Run 1, met1 routing:
Scale bar: 20 um. Cells faint in the background.
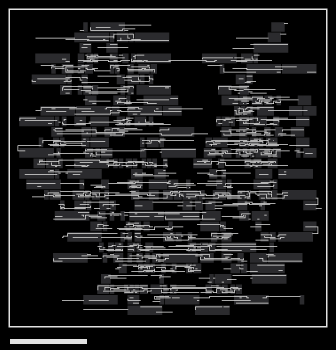
Run 1, signal wires on met2:
Cells faint in the background.
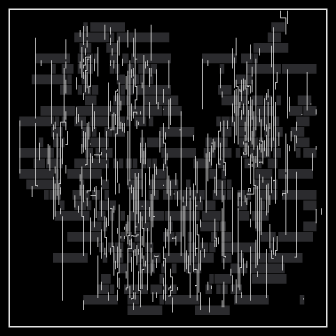
Run 1, the metal 3 layer:
Scale bar: 20 um. Cells faint in the background.
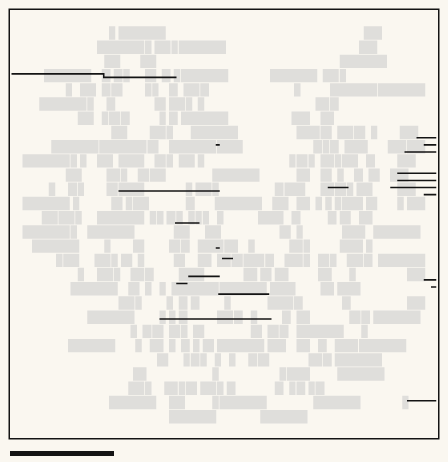
<file path="src/rtl/trig_pulse_gen_if.sv">
// Handshake bundle between scan control logic and the trigger pulse generator.
// The slave modport is the generator side; the master modport is the requester side.
interface trig_pulse_gen_if #(
  parameter int PEND_W = 4
);
  logic              enable;
  logic              trig_req;
  logic              clr_ovf;
  logic              line_out;
  logic              busy;
  logic [PEND_W-1:0] pend_cnt;
  logic              pulse_done;
  logic              overflow;

  modport master (
    output enable, trig_req, clr_ovf,
    input  line_out, busy, pend_cnt, pulse_done, overflow
  );

  modport slave (
    input  enable, trig_req, clr_ovf,
    output line_out, busy, pend_cnt, pulse_done, overflow
  );
endinterface

</file>
<file path="src/rtl/trig_pulse_gen.sv">
// Timed trigger strobe generator: each queued request becomes one fixed-width
// pulse on line_out followed by a mandatory idle hold-off gap.
module trig_pulse_gen #(
  parameter int   PULSE_CYC = 40,
  parameter int   GAP_CYC   = 200000,
  parameter int   PEND_W    = 4,
  parameter logic IDLE_LVL  = 1'b0
) (
  input  logic                  clk_cis,
  input  logic                  rst_n,
  trig_pulse_gen_if.slave       bus
);

  localparam logic [31:0]       P_LAST   = 32'(PULSE_CYC - 1);
  localparam logic [31:0]       G_LAST   = 32'(GAP_CYC - 1);
  localparam logic [PEND_W-1:0] PEND_MAX = '1;
  localparam logic [PEND_W-1:0] PEND_ONE = PEND_W'(1);

  typedef enum logic [1:0] {S_IDLE, S_ASSERT, S_GAP} state_t;

  state_t            state_q, state_d;
  logic [31:0]       timer_q, timer_d;
  logic [PEND_W-1:0] pend_cnt_q, pend_cnt_d;
  logic              line_out_q, line_out_d;
  logic              pulse_done_q, pulse_done_d;
  logic              overflow_q, overflow_d;
  logic              can_start, start, enq, ovf_set;

  // Queued requests are flushed rather than started once enable drops.
  assign can_start = bus.enable && (pend_cnt_q != '0);
  assign enq       = bus.enable && bus.trig_req;

  always_comb begin
    state_d      = state_q;
    timer_d      = timer_q;
    start        = 1'b0;
    pulse_done_d = 1'b0;
    case (state_q)
      S_IDLE: begin
        if (can_start) begin
          state_d = S_ASSERT;
          timer_d = '0;
          start   = 1'b1;
        end
      end
      S_ASSERT: begin
        if (timer_q == P_LAST) begin
          state_d      = S_GAP;
          timer_d      = '0;
          pulse_done_d = 1'b1;
        end else begin
          timer_d = timer_q + 32'd1;
        end
      end
      S_GAP: begin
        if (timer_q == G_LAST) begin
          timer_d = '0;
          if (can_start) begin
            state_d = S_ASSERT;
            start   = 1'b1;
          end else begin
            state_d = S_IDLE;
          end
        end else begin
          timer_d = timer_q + 32'd1;
        end
      end
      default: state_d = S_IDLE;
    endcase
    // Registered line level follows the state being entered, so edges align with transitions.
    line_out_d = (state_d == S_ASSERT) ? ~IDLE_LVL : IDLE_LVL;
  end

  always_comb begin
    pend_cnt_d = pend_cnt_q;
    ovf_set    = 1'b0;
    if (!bus.enable) begin
      pend_cnt_d = '0;
    end else if (enq && !start) begin
      if (pend_cnt_q == PEND_MAX) ovf_set = 1'b1;
      else                        pend_cnt_d = pend_cnt_q + PEND_ONE;
    end else if (start && !enq) begin
      pend_cnt_d = pend_cnt_q - PEND_ONE;
    end
    overflow_d = ovf_set ? 1'b1 : (bus.clr_ovf ? 1'b0 : overflow_q);
  end

  always_ff @(posedge clk_cis or negedge rst_n) begin
    if (!rst_n) begin
      state_q      <= S_IDLE;
      timer_q      <= '0;
      pend_cnt_q   <= '0;
      line_out_q   <= IDLE_LVL;
      pulse_done_q <= 1'b0;
      overflow_q   <= 1'b0;
    end else begin
      state_q      <= state_d;
      timer_q      <= timer_d;
      pend_cnt_q   <= pend_cnt_d;
      line_out_q   <= line_out_d;
      pulse_done_q <= pulse_done_d;
      overflow_q   <= overflow_d;
    end
  end

  assign bus.line_out   = line_out_q;
  assign bus.pulse_done = pulse_done_q;
  assign bus.overflow   = overflow_q;
  assign bus.pend_cnt   = pend_cnt_q;
  assign bus.busy       = (state_q != S_IDLE) || (pend_cnt_q != '0);

endmodule

</file>
<file path="src/flat_wrapper.sv">
// flat-port wrapper written by rule: the top's interface ports become plain ports
module trig_pulse_gen_flat 
#(
  parameter int   PULSE_CYC = 40,
  parameter int   GAP_CYC   = 200000,
  parameter int   PEND_W    = 4,
  parameter logic IDLE_LVL  = 1'b0
)
  (clk_cis, rst_n, bus_enable, bus_trig_req, bus_clr_ovf, bus_line_out, bus_busy, bus_pend_cnt, bus_pulse_done, bus_overflow);
  trig_pulse_gen_if #(.PEND_W(PEND_W)) bus_i ();
  input  logic clk_cis;
  input  logic rst_n;
  input wire logic [$bits(bus_i.enable)-1:0] bus_enable;
  input wire logic [$bits(bus_i.trig_req)-1:0] bus_trig_req;
  input wire logic [$bits(bus_i.clr_ovf)-1:0] bus_clr_ovf;
  output wire logic [$bits(bus_i.line_out)-1:0] bus_line_out;
  output wire logic [$bits(bus_i.busy)-1:0] bus_busy;
  output wire logic [$bits(bus_i.pend_cnt)-1:0] bus_pend_cnt;
  output wire logic [$bits(bus_i.pulse_done)-1:0] bus_pulse_done;
  output wire logic [$bits(bus_i.overflow)-1:0] bus_overflow;
  assign bus_i.enable = bus_enable;
  assign bus_i.trig_req = bus_trig_req;
  assign bus_i.clr_ovf = bus_clr_ovf;
  assign bus_line_out = bus_i.line_out;
  assign bus_busy = bus_i.busy;
  assign bus_pend_cnt = bus_i.pend_cnt;
  assign bus_pulse_done = bus_i.pulse_done;
  assign bus_overflow = bus_i.overflow;
  trig_pulse_gen #(.PULSE_CYC(PULSE_CYC), .GAP_CYC(GAP_CYC), .PEND_W(PEND_W), .IDLE_LVL(IDLE_LVL)) u_core (.clk_cis(clk_cis), .rst_n(rst_n), .bus(bus_i));
endmodule
</file>
<file path="config.mk">
export PLATFORM = sky130hd
export DESIGN_NAME = trig_pulse_gen_flat
export DESIGN_NICKNAME = d
export VERILOG_FILES = /design/src/rtl/trig_pulse_gen_if.sv /design/src/rtl/trig_pulse_gen.sv /design/src/flat_wrapper.sv
export SDC_FILE = /design/constraint.sdc
export NUM_CORES = 1
export LEC_CHECK = 0
export CAP_MARGIN = 0
export CORE_MARGIN = 2
export CORE_UTILIZATION = 40
export DETAILED_ROUTE_END_ITERATION = 16
export RECOVER_POWER = 100
export REMOVE_ABC_BUFFERS = 1
export SKIP_LAST_GASP = 1
export SLEW_MARGIN = 30
export SYNTH_ARGS = -nofsm -noshare
export SYNTH_HDL_FRONTEND = slang
export SYNTH_SLANG_ARGS = --single-unit
</file>
<file path="constraint.sdc">
create_clock -name clk_cis -period 3.8 [get_ports clk_cis]
set_clock_uncertainty 0.2 [all_clocks]
set_input_delay 0.57 -clock clk_cis [delete_from_list [all_inputs] [get_ports clk_cis]]
set_output_delay 0.57 -clock clk_cis [all_outputs]
set_load 0.01 [all_outputs]
</file>
==> run notes, run 1 <==
The full implementation flow was run.

STA shows the worst reg2reg path with a cell count of 11. The average via count per standard cell stands at about 5.4. The worst setup path is captured at a flop. The synthesis stats list as the most numerous cell sky130_fd_sc_hd__nor2_1. The CTS report gives the tree buffer count as 5.

The relative max-transition margin stands at -45.1%. TritonCTS built the clock tree. The clock network fraction of design power stands at 23.4%. The portion of the clock cycle consumed by the worst path in the final layout stands at roughly 91%. The largest buffer count on any clock path stands at 2.

Hold-check failures listed in the final report amount to 0. The insertion delay to the later sink of the worst-skew pair stands at around 0.29 ns. The kind of cell with the highest combined delay along the critical path is simple AND/OR/NAND/NOR gates.

Clock-pin slew was measured on the worst setup and hold paths at about 0.080 ns. The worst hold path stage count stands at 2. The instance tally after logic synthesis stands at between 200 and 300. The final layout contains approximately 300 nets. The final-report setup violation count stands at 0. The required time at the worst endpoint is listed as between 3 and 4 ns. The number of search-and-repair iterations in the first detailed-routing pass stands at 4. Derived from the worst setup path, the maximum achievable clock frequency is roughly 290 MHz.

Buffers placed on the I/O ports in this run total 12. The post-CTS hold buffer count recorded in the log is 0. The checks that failed: capacitance limit, slew limit. The number of global-route vias before repair came to 1,924.

The ratio of total power to cell area stands at a little under 500 mW/mm^2. The worst setup path is launched from a flop. The reported sequential group power stands at around 0.53 mW. According to the Yosys statistics, the synthesized design has a chip area of between 0.002 and 0.0025 mm^2. On the final layout, the worst hold slack is 0.326 ns.

The switching portion of total power stands at a little under two fifths. The total area inside the core boundary comes to roughly 0.006 mm^2. After synthesis, the mean cell area works out to just under 9 um^2. Detailed routing placed a total of 143 um of wire on met3. According to the hold report, the worst path is of the reg -> reg type. The height of the die stands at 81.9 um. For this run, the leading register cell type out of synthesis is sky130_fd_sc_hd__dfrtp_1. The floorplan has 28 rows. The number of antenna violations at the first check in global routing stands at 0. The cell count listed in synth_stat.txt stands at between 200 and 300.

The flow ran to the end, but the final reports show violations. The share of synthesized registers carrying an async set or reset stands at 100%. For this run the aggregate overflow at the end of global routing stands at 0. Pin placement for this block handled 13 I/O pins. The OpenROAD report gives the critical path a data arrival time of between 3 and 4 ns.

The maximum number of pins on one net before global-route repair stands at 42. In the layout the commonest cells are 42 x sky130_fd_sc_hd__nor2_1, 41 x sky130_fd_sc_hd__dfrtp_1, 29 x sky130_fd_sc_hd__nand2_1, 18 x sky130_fd_sc_hd__xnor2_1, 14 x sky130_fd_sc_hd__inv_1. The detailed router put a total of 2.66 mm of wire on met1.

In this run, power in combinational logic comes to just under 0.5 mW. Per STA, the worst path is made up of ha_1 > nand3_2 > or4_4 > or4_1 > nand2_1 > ha_1 > o21a_1 > nor2_1 > a21oi_1 > or4_1 > a21oi_1. The register with the most flip-flops in the layout has 32 of them.

Among logic cells in the layout, the one with the most instances is sky130_fd_sc_hd__nor2_1. The portion of total power attributed to combinational logic stands at roughly 37%. In the floorplan report the effective utilization is between 40% and 50%. Per the final layout report, the fraction of cells sized above drive strength 1 comes to under 10%. The met2 layer wire length in the routed design stands at roughly 2.4 mm. Ranked by total cell area, the synthesized netlist is headed by sky130_fd_sc_hd__dfrtp_1 42%, sky130_fd_sc_hd__nor2_1 6.5%, sky130_fd_sc_hd__xnor2_1 6.5%. The tally of nets with antenna violations remaining after routing stands at 0.

The largest register by flop count is u_core.timer_q. The post-synthesis sequential area ratio stands at 42.2%. The number of cells upsized or downsized after cts stands at 0.

The largest share of the power goes to registers. The distinct cell type count after synthesis stands at roughly 47. The transition time recorded at the tightest slew-check pin is approximately 2.2 ns.

Signal nets in the final route climb as high as met4. The switching power summed over all nets stands at approximately 0.50 mW. The commonest cells after synthesis are 42 x sky130_fd_sc_hd__nor2_1, 41 x sky130_fd_sc_hd__dfrtp_1, 29 x sky130_fd_sc_hd__nand2_1.

The minimum clock period stands at 3.47 ns. In the final report, the number of pins over their slew limit comes to roughly 42. The max-cap violation count stands at 1.

In the power breakdown, the internal column shows about 0.84 mW. The flip-flop and latch count after synthesis stands at approximately 41. Counting the warning lines in the Yosys log gives 0. The buffer count from post-CTS setup fixing stands at 0.

The peak ir drop on the vdd network stands at just over 200 uV. The area overhead of the layout relative to synthesis stands at 12.0%. Per the CTS log, the maximum H-tree level is 2. The routed length per instance stands at ~14 um. The fraction of synthesized cell area taken by the top area cell type stands at between 40 and 50%. met2 is the most crowded layer. Routability-driven placement finished with a final weighted congestion of about 0.80. Summed over the clock group, the power is between 0.3 and 0.4 mW. In this run, synthesis inferred 0 flip-flops with an integrated enable.

The leakage component of the power was reported as ~1.1 nW.
## Picture notes: 'met1 routing'
- share of all routed wire: 51%
- longest straight run: 21.2 um
- wire length on this layer: 2,660 um
- nets with wire on the layer: 278
met1 usage in global routing: 23.7%
Routed Wire Length: 5.21 mm
via count of the routed design: 2,007

## Picture notes: 'signal wires on met2'
- wire length on this layer: 2,350 um
- share of all routed wire: 45%
- longest straight run: 37.4 um
- main direction: vertical
met2 routing resource usage after global routing: 28.7%

## Picture notes: 'the metal 3 layer'
- share of all routed wire: 2.8%
- wire length on this layer: 144 um
GRT met3 Usage: 3.41%

==> run 1: cells by family after synthesis <==
| family | synth area share (%) |
|---|---|
| AND/OR/NAND/NOR | 28.7 |
| AND-OR/OR-AND | 12.7 |
| flip-flops | 42.2 |
| XOR/XNOR | 8.29 |
| buffers and inverters | 3.66 |
| adder cells (fa/ha/maj) | 3.61 |
| multiplexers | 0.824 |
==> run 1: area by class of cell <==
type	count	area, um^2
repair buffers	16	138
inverters	14	52.6
flip-flops and latches	41	1030
well taps	75	93.8
clock buffers	7	96.3
multi-input cells	216	1310
fillers	596	3170
clock inverters	1	5.00
==> run 1: path summary, 6_finish.rpt <==
kind | startpoint | endpoint | slack [ns]
min in group asynchronous | rst_n | u_core.timer_q[4]$_DFFE_PN0P_ | 0.71
worst min register to register | u_core.timer_q[1]$_DFFE_PN0P_ | u_core.timer_q[1]$_DFFE_PN0P_ | 0.33
worst min-delay path | u_core.timer_q[1]$_DFFE_PN0P_ | u_core.timer_q[1]$_DFFE_PN0P_ | 0.33
worst max register to register | u_core.timer_q[0]$_DFFE_PN0P_ | u_core.bus.pend_cnt[3]$_DFFE_PN0P_ | 0.33
max in group asynchronous | rst_n | u_core.timer_q[15]$_DFFE_PN0P_ | 1.44
worst max-delay path | u_core.timer_q[0]$_DFFE_PN0P_ | u_core.bus.pend_cnt[3]$_DFFE_PN0P_ | 0.33
==> run 1: stage by stage <==
stage	worst slack (ns)	instance area, um^2	utilization, %	cells	power (mW)
6_report	0.334	2720	46.2	370	1.34
5_1_grt	0.0732	2720	46.2	370	1.46
4_1_cts	0.351	2730	46.4	370	1.38
3_5_place_dp	0.350	2630	44.7	362	1.06
3_3_place_gp	0.392	2630	44.7	362	1.06
2_1_floorplan	0.580	2390	-	271	0.865
==> run 2: changes to the inputs <==
--- a/config.mk
+++ b/config.mk
@@ -5,7 +5,7 @@
 export SDC_FILE = /design/constraint.sdc
 export NUM_CORES = 1
 export LEC_CHECK = 0
-export CAP_MARGIN = 0
+export CAP_MARGIN = 20
 export CORE_MARGIN = 2
 export CORE_UTILIZATION = 40
 export DETAILED_ROUTE_END_ITERATION = 16
Run 2, cell placement:
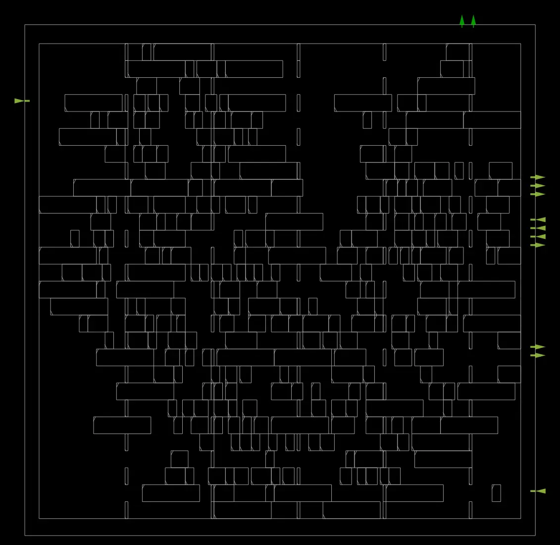
core area: 0.00589 mm^2
well-tap cell count: 75
Finished Core Util: 46.2%
non-filler instance count after layout: 370
number of placement rows: 28

Run 2, signal wires on met2:
Cells faint in the background.
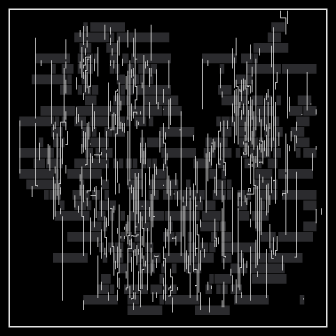
- wire length on this layer: 2,350 um
- longest straight run: 37.4 um

Run 2, where the registers sit:
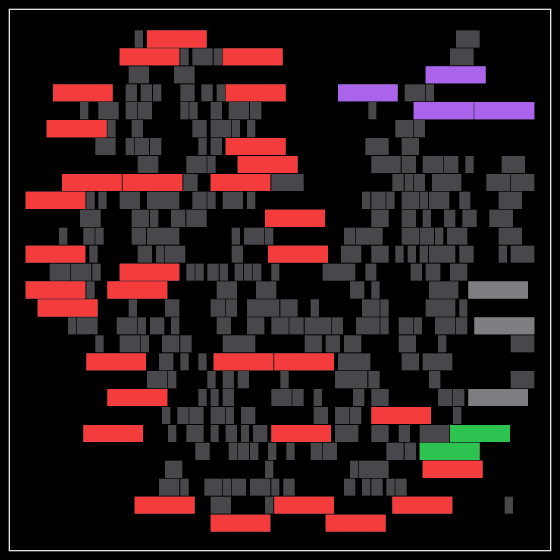
- red: `u_core.timer_q` (placed flops 32)
- purple: `u_core.bus.pend_cnt` (placed flops 4; where top right)
- green: `u_core.state_q` (placed flops 2)
- not colored: 3
sequential cell area: 0.00103 mm^2
power dissipated in sequential cells: 0.529 mW

==> run 2 against run 1 <==
Against the previous run:
- the run still ends with capacitance limit, slew limit left
- critical path type unchanged
- clock-buffer cell count stayed put
- sequential power hardly changed
- worst hold slack stayed put
- synthesized area stayed put
- routed wire length stayed put
- non-clock buffer count stayed put
- first-iteration DRC count stayed put
- final cell count stayed put
- worst setup slack stayed put
- largest power group unchanged
==> run notes, run 2 <==
The full implementation flow was run.

Including well taps, the total number of placed cells is ~360. The pin closest to its max-slew limit shows a slew of ~2.2 ns. The max-cap violation count stands at 1.

The flow ran to the end, but the final reports show violations. The layout has 7 clock buffers. The number of cells upsized or downsized after cts stands at 0. The commonest cells after synthesis are 42 x sky130_fd_sc_hd__nor2_1, 41 x sky130_fd_sc_hd__dfrtp_1, 29 x sky130_fd_sc_hd__nand2_1.

Combinational cells account for approximately 37% of the total power. The final non-filler cell area stands at ~0.0027 mm^2. In the final layout, non-clock buffers account for under 10% of the cell area. Hold timing on the final database bottoms out at a slack of 0.326 ns. The portion of the clock cycle consumed by the worst path in the final layout stands at approximately nine tenths. Yosys printed 0 warnings. STA classifies the critical path endpoint as a flop. The synthesized design devotes to its leading area cell type between 40% and 50% of total area. The top cell types in the final layout, fill and taps aside, are 42 x sky130_fd_sc_hd__nor2_1, 41 x sky130_fd_sc_hd__dfrtp_1, 29 x sky130_fd_sc_hd__nand2_1, 18 x sky130_fd_sc_hd__xnor2_1, 14 x sky130_fd_sc_hd__inv_1. Port buffering added 12 buffers. Per the OpenROAD power report, leakage power amounts to ~1.1 nW. The relative max-transition margin stands at -45.1%. Leaving out the clock tree, the finished layout contains a buffer count of 16. The number of antenna violations at the first check in global routing stands at 0. The clock network fraction of design power stands at roughly a quarter. After synthesis, the share of flip-flops with an asynchronous set or reset is 100%.

The register with the most flip-flops in the layout has 32 of them. The setup slack on the worst flop-to-flop path stands at roughly 0.33 ns. The worst hold path stage count stands at 2. The proportion of layout cells with a drive suffix above 1 stands at around 5.8%.

Looking at the reg2reg group, the worst path starts from u_core.timer_q[0]$_DFFE_PN0P_. The number of buffers inserted by hold repair at cts stands at 0. The final-report setup violation count stands at 0. The switching power summed over all nets stands at between 0.5 and 0.6 mW.

The kind of cell with the highest combined delay along the critical path is simple AND/OR/NAND/NOR gates. The number of enable-type register cells in the synthesized netlist stands at 0. Combinational cells consume a total of 0.497 mW. The setup slack at placement stands at between 0.3 and 0.4 ns. In the final layout, the multi-input gates occupy about 0.0013 mm^2. Global routing used 23.7% of the available met1 tracks. The total number of vias stands at ~2,000. The maximum number of pins on one net before global-route repair stands at 42.

The clock network contribution to total cell area stands at approximately 3.7%. The minimum clock period stands at 3.47 ns. The H-tree generated during clock tree synthesis spans 2 levels. Per the breakdown, switching nets consume a little under two fifths of all power. By instance count after routing, the leading logic cell type is sky130_fd_sc_hd__nor2_1. Yosys reported a register bit count of roughly 41. The OpenROAD report gives the critical path a required time of between 3 and 4 ns. The first TritonRoute pass finished after 4 iterations. The internal power consumption stands at 0.837 mW. Per the layout report, the design carries slightly below 600 filler cells. Per the GRT log, the top usage layer is met2. The final layout contains just over 300 nets. The placement summary gives the final routability congestion estimate as about 0.80. After layout, the inverter instance count without clock inverters stands at 14. The count of sequential standard cells stands at just over 40. The number of hold violations in the final report stands at 0. The worst setup path is launched from a flop. According to the cell report, the number of logic gates is 216. Clock latency on the worst-skew pair, taken at its later pin, is 0.29 ns. After detailed routing, the total wire length is roughly 5.2 mm.

The final reports fail on capacitance limit, slew limit. Summed over the clock group, the power is ~0.31 mW. The synthesized chip area reported by yosys stands at 0.00243 mm^2. Walking the worst path, the cells encountered are ha_1 > nand3_2 > or4_4 > or4_1 > nand2_1 > ha_1 > o21a_1 > nor2_1 > a21oi_1 > or4_1 > a21oi_1. The most used flip-flop cell after synthesis is sky130_fd_sc_hd__dfrtp_1. The final timing report lists a max-slew violation count of 42. The netlist uses roughly 47 different library cells. The final worst setup slack stands at around 0.33 ns. The mean instance size in the synthesized netlist stands at slightly below 9 um^2.

The number of global-route vias before repair came to around 1,900. In the post-synthesis netlist, the biggest area contributors are sky130_fd_sc_hd__dfrtp_1 42%, sky130_fd_sc_hd__nor2_1 6.5%, sky130_fd_sc_hd__xnor2_1 6.5%. The clock passes through at most 2 buffers. The report lists the power per cell area as ~500 mW/mm^2.

The area overhead of the layout relative to synthesis stands at 12.0%. Per the Yosys statistics, synthesis produced roughly 280 cells. In the final design, more cell area goes to combinational gates than to any other class. The routed design shows a wire length per standard cell of between 10 and 15 um.

Per the power-grid run, VDD falls by no more than roughly 210 uV. The highest achievable clock rate stands at between 200 and 300 MHz. Recorded from the global router log, the overflow total was 0. On met2, the global router reports a usage of 28.7%.

The met3 capacity usage during global routing stands at approximately 3.4%. The cell area reported after detailed placement stands at ~0.0026 mm^2. The height of the die stands at about 82 um.

In the final layout, flip-flops and latches take up a little under two fifths of the cell area.
run 2: cell counts in the layout (fill, tap and decap cells not counted):
No cell type changed its count.
run 2: per-layer routing:
layer / share of wire, % / vias to the layer above / wire [um]
met5: 0 / - / 0
met4: 1.1 / 0 / 56
met3: 2.7 / 7 / 143
met2: 45 / 25 / 2350
met1: 51 / 953 / 2660
li1: - / 1022 / -
run 2: worst max path at each step:
stage | startpoint | to | slack, ns | depth (start not counted)
3_5_place_dp | bus_enable | u_core.bus.pend_cnt[3]$_DFFE_PN0P_ | 0.35 | 11
5_1_grt | u_core.timer_q[0]$_DFFE_PN0P_ | u_core.bus.pend_cnt[3]$_DFFE_PN0P_ | 0.07 | 11
3_3_place_gp | bus_enable | u_core.bus.pend_cnt[3]$_DFFE_PN0P_ | 0.39 | 11
2_1_floorplan | u_core.timer_q[0]$_DFFE_PN0P_ | u_core.bus.pend_cnt[3]$_DFFE_PN0P_ | 0.58 | 11
6_report | u_core.timer_q[0]$_DFFE_PN0P_ | u_core.bus.pend_cnt[3]$_DFFE_PN0P_ | 0.33 | 11
4_1_cts | u_core.timer_q[0]$_DFFE_PN0P_ | u_core.bus.pend_cnt[3]$_DFFE_PN0P_ | 0.35 | 11
run 2: metrics by stage:
stage | power (mW) | utilization, %
after floorplan | 0.865 | -
after global routing | 1.46 | 46.2
final | 1.34 | 46.2
after global placement | 1.06 | 44.7
after detailed placement | 1.06 | 44.7
after CTS | 1.38 | 46.4
run 2: logic make-up after synthesis:
group                    count (synthesis)  share of synthesized area, %
AND/OR/NAND/NOR                        139                          28.7
flip-flops                              41                          42.2
adder cells (fa/ha/maj)                  7                          3.61
XOR/XNOR                                23                          8.29
buffers and inverters                   23                          3.66
AND-OR/OR-AND                           45                          12.7
multiplexers                             2                         0.824
==> run 3: changes to the inputs <==
--- a/config.mk
+++ b/config.mk
@@ -5,6 +5,7 @@
 export SDC_FILE = /design/constraint.sdc
 export NUM_CORES = 1
 export LEC_CHECK = 0
+export ABC_CLOCK_PERIOD_IN_PS = 3800
 export CAP_MARGIN = 20
 export CORE_MARGIN = 2
 export CORE_UTILIZATION = 40
Run 3, signal wires on met2:
Cells faint in the background.
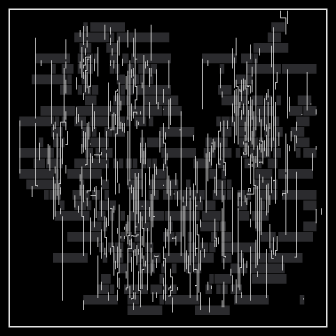
- wire length on this layer: 2,350 um
- share of all routed wire: 45%
- main direction: vertical

Run 3, cell placement:
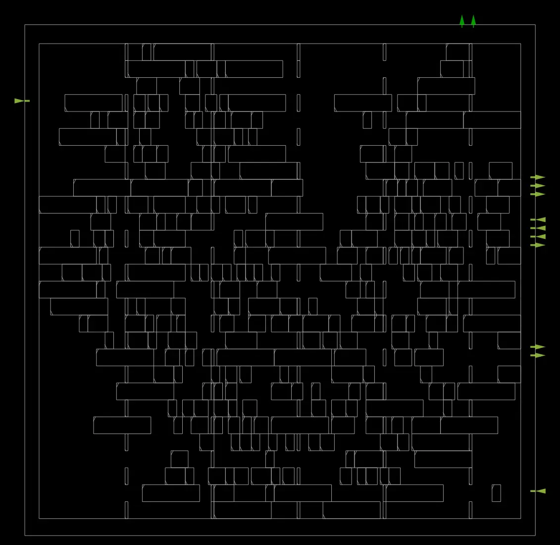
layout sequential cell count: 41
layout filler cell count: 596
flop share of the area: 37.7%

Run 3, met1 routing:
Scale bar: 20 um. Cells faint in the background.
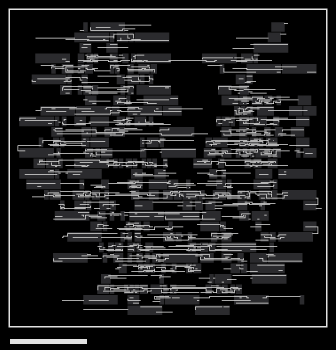
- wire length on this layer: 2,660 um
- longest straight run: 21.2 um

==> run 3 against run 2 <==
Against the previous run:
- the run still ends with capacitance limit, slew limit left
- routed wire length unchanged
- sequential power about the same
- final cell count unchanged
- utilization unchanged
- worst setup slack unchanged
- power unchanged
- synthesized cell count unchanged
- sequential share of layout area unchanged
- clock-buffer cell count unchanged
- final area unchanged
- maximum frequency unchanged
==> run notes, run 3 <==
The full implementation flow was run.

The switching portion of total power stands at a little under two fifths. The cell sequence reported for the critical path is ha_1 > nand3_2 > or4_4 > or4_1 > nand2_1 > ha_1 > o21a_1 > nor2_1 > a21oi_1 > or4_1 > a21oi_1. The post-synthesis sequential area ratio stands at between 40 and 50%. The distinct cell type count after synthesis stands at 47. The proportion of layout cells with a drive suffix above 1 stands at under 10%. The insertion delay to the later sink of the worst-skew pair stands at 0.29 ns. The cell count listed in synth_stat.txt stands at 280. In this run the static leakage power is roughly 1.1 nW.

Buffers placed on the I/O ports in this run total 12. For this design the top-level I/O count stands at 13. The run finished, with violations left. The portion of total power attributed to combinational logic stands at between 30% and 40%.

Per the synthesis report, the single largest cell type by area occupies between 40% and 50% of cell area. The register cell area after layout stands at ~0.0010 mm^2. The cell row count stands at 28.

Per STA, the worst path accumulates the most delay in the family simple AND/OR/NAND/NOR gates. Summed over all layers, the global routing overflow is 0. The worst register-to-register path has a setup slack of approximately 0.33 ns.

The average via count per standard cell stands at 5.42. By count the netlist is led by 42 x sky130_fd_sc_hd__nor2_1, 41 x sky130_fd_sc_hd__dfrtp_1, 29 x sky130_fd_sc_hd__nand2_1. The tool flagged a number of max-cap violations equal to 1. The capture point of the critical path was reported as u_core.bus.pend_cnt[3]$_DFFE_PN0P_. The TritonCTS buffer count stands at 5.

The average instance in the mapped netlist occupies 8.67 um^2. The final number of max-transition violations stands at around 42. The finished design was reported to have a net count of a little over 300. Looking at the reg2reg group, the worst path ends at u_core.bus.pend_cnt[3]$_DFFE_PN0P_.

In the final layout, the multi-input gates occupy 0.00131 mm^2. The worst hold path stage count stands at 2. The yosys synthesis warning count stands at 0.

Counting I/O delays and the setup requirement, the final critical path takes between 3 and 4 ns. The number of buffers inserted by hold repair at cts stands at 0. The synthesized chip area reported by yosys stands at 0.00243 mm^2. Among all cell types in the netlist, the one instantiated most often is sky130_fd_sc_hd__nor2_1.

The floorplan-stage core utilization stands at between 40% and 50%. The number of cells upsized or downsized after cts stands at 0. The area growth from synthesis to layout is 12.0%.

The net switching power in the latest report is about 0.5 mW. The largest buffer count on any clock path stands at 2. The internal power consumption stands at between 0.8 and 0.9 mW. STA reports the tightest min-delay check as being of type reg -> reg.

Endpoints failing hold in the final report were tallied at 0. The count of H-tree levels built during CTS stands at 2. Measured against its own limit, the worst slew margin works out to -45.1%. The most used flip-flop cell after synthesis is sky130_fd_sc_hd__dfrtp_1. Hold is met by between 0.3 and 0.4 ns. STA lists the startpoint of the worst register-to-register path as u_core.timer_q[0]$_DFFE_PN0P_. At the worst endpoint, the arrival time is 3.48 ns.

The final weighted congestion in routability-driven placement stands at about 0.8. The top cell types in the final layout, fill and taps aside, are 42 x sky130_fd_sc_hd__nor2_1, 41 x sky130_fd_sc_hd__dfrtp_1, 29 x sky130_fd_sc_hd__nand2_1, 18 x sky130_fd_sc_hd__xnor2_1, 14 x sky130_fd_sc_hd__inv_1. The analysis reports a worst IR drop on VDD of approximately 210 uV. The detail route stage leaves a number of antenna-violating nets equal to 0. Of all flip-flops after synthesis, the portion carrying an async set or reset was 100%. The synthesized design contains 0 enable-type register cells. By instance count after routing, the leading logic cell type is sky130_fd_sc_hd__nor2_1. The checks that failed: capacitance limit, slew limit. Measured on the finished design, the core utilization comes to about 46%. TritonCTS built the clock tree. The clock transition at the registers of the reported paths stands at 0.08 ns. According to the floorplan report, the placeable core area is slightly below 0.006 mm^2. By area the synthesized netlist is led by sky130_fd_sc_hd__dfrtp_1 42%, sky130_fd_sc_hd__nor2_1 6.5%, sky130_fd_sc_hd__xnor2_1 6.5%. u_core.timer_q holds more flip-flops than any other register. The last timing report of the flow puts the setup violation total at 0. The worst setup path is captured at a flop.

The number of global-route vias before repair stands at ~1,900. TritonRoute output was used to compute an average wire per cell of about 14 um. The clock network fraction of design power stands at 23.4%. The number of search-and-repair iterations in the first detailed-routing pass stands at 4. The total number of vias stands at around 2,000. The portion of the clock cycle consumed by the worst path in the final layout stands at 91.2%. The synthesized instance count is around 280. The number of logic stages on the critical path including buffering stands at 11. The number of antenna violations at the first check in global routing stands at 0. The report lists the power per cell area as approximately 490 mW/mm^2.

The startpoint identified for the worst hold timing path is u_core.timer_q[1]$_DFFE_PN0P_.
-- run 3: power by group through the flow --
stage	Sequential (mW)	Clock [mW]	Combinational, mW
2_1_floorplan	0.535	0	0.330
3_3_place_gp	0.538	0	0.522
3_5_place_dp	0.537	0	0.520
4_1_cts	0.529	0.328	0.521
5_1_grt	0.535	0.351	0.571
6_report	0.529	0.313	0.497
-- run 3: cell families after synthesis --
logic type / after synthesis / synth area share, %
AND/OR/NAND/NOR: 139 / 28.7
AND-OR/OR-AND: 45 / 12.7
flip-flops: 41 / 42.2
XOR/XNOR: 23 / 8.29
buffers and inverters: 23 / 3.66
adder cells (fa/ha/maj): 7 / 3.61
multiplexers: 2 / 0.824
-- run 3: layer usage --
layer,wire [um],vias up,GRT usage [%]
met2,2350,25,28.7
met3,143,7,3.41
li1,-,1022,-
met4,56,0,5.17
met1,2660,953,23.7
met5,0,-,0
-- run 3: stage by stage --
stage / power [mW] / std cells / setup slack [ns] / area [um^2]
4_1_cts: 1.38 / 370 / 0.351 / 2730
2_1_floorplan: 0.865 / 271 / 0.580 / 2390
5_1_grt: 1.46 / 370 / 0.0732 / 2720
3_5_place_dp: 1.06 / 362 / 0.350 / 2630
3_3_place_gp: 1.06 / 362 / 0.392 / 2630
6_report: 1.34 / 370 / 0.334 / 2720
-- run 3: worst reg2reg max path: cells and delay by family, from the launching register on --
family                     cells  cell delay (ns)
AOI/OAI and AO/OA              3             0.33
and+or+nand+nor                6             1.94
DFF                            1             0.39
adders and majority gates      2             0.54
-- run 3: layout make-up --
type / instances / share of cell area (%)
Clock inverter: 1 / 0.184
Timing Repair Buffer: 16 / 5.06
Sequential cell: 41 / 37.7
Inverter: 14 / 1.93
Multi-Input combinational cell: 216 / 48.1
Tap cell: 75 / 3.45
Clock buffer: 7 / 3.54
Power is estimated from default activity; no workload was simulated.
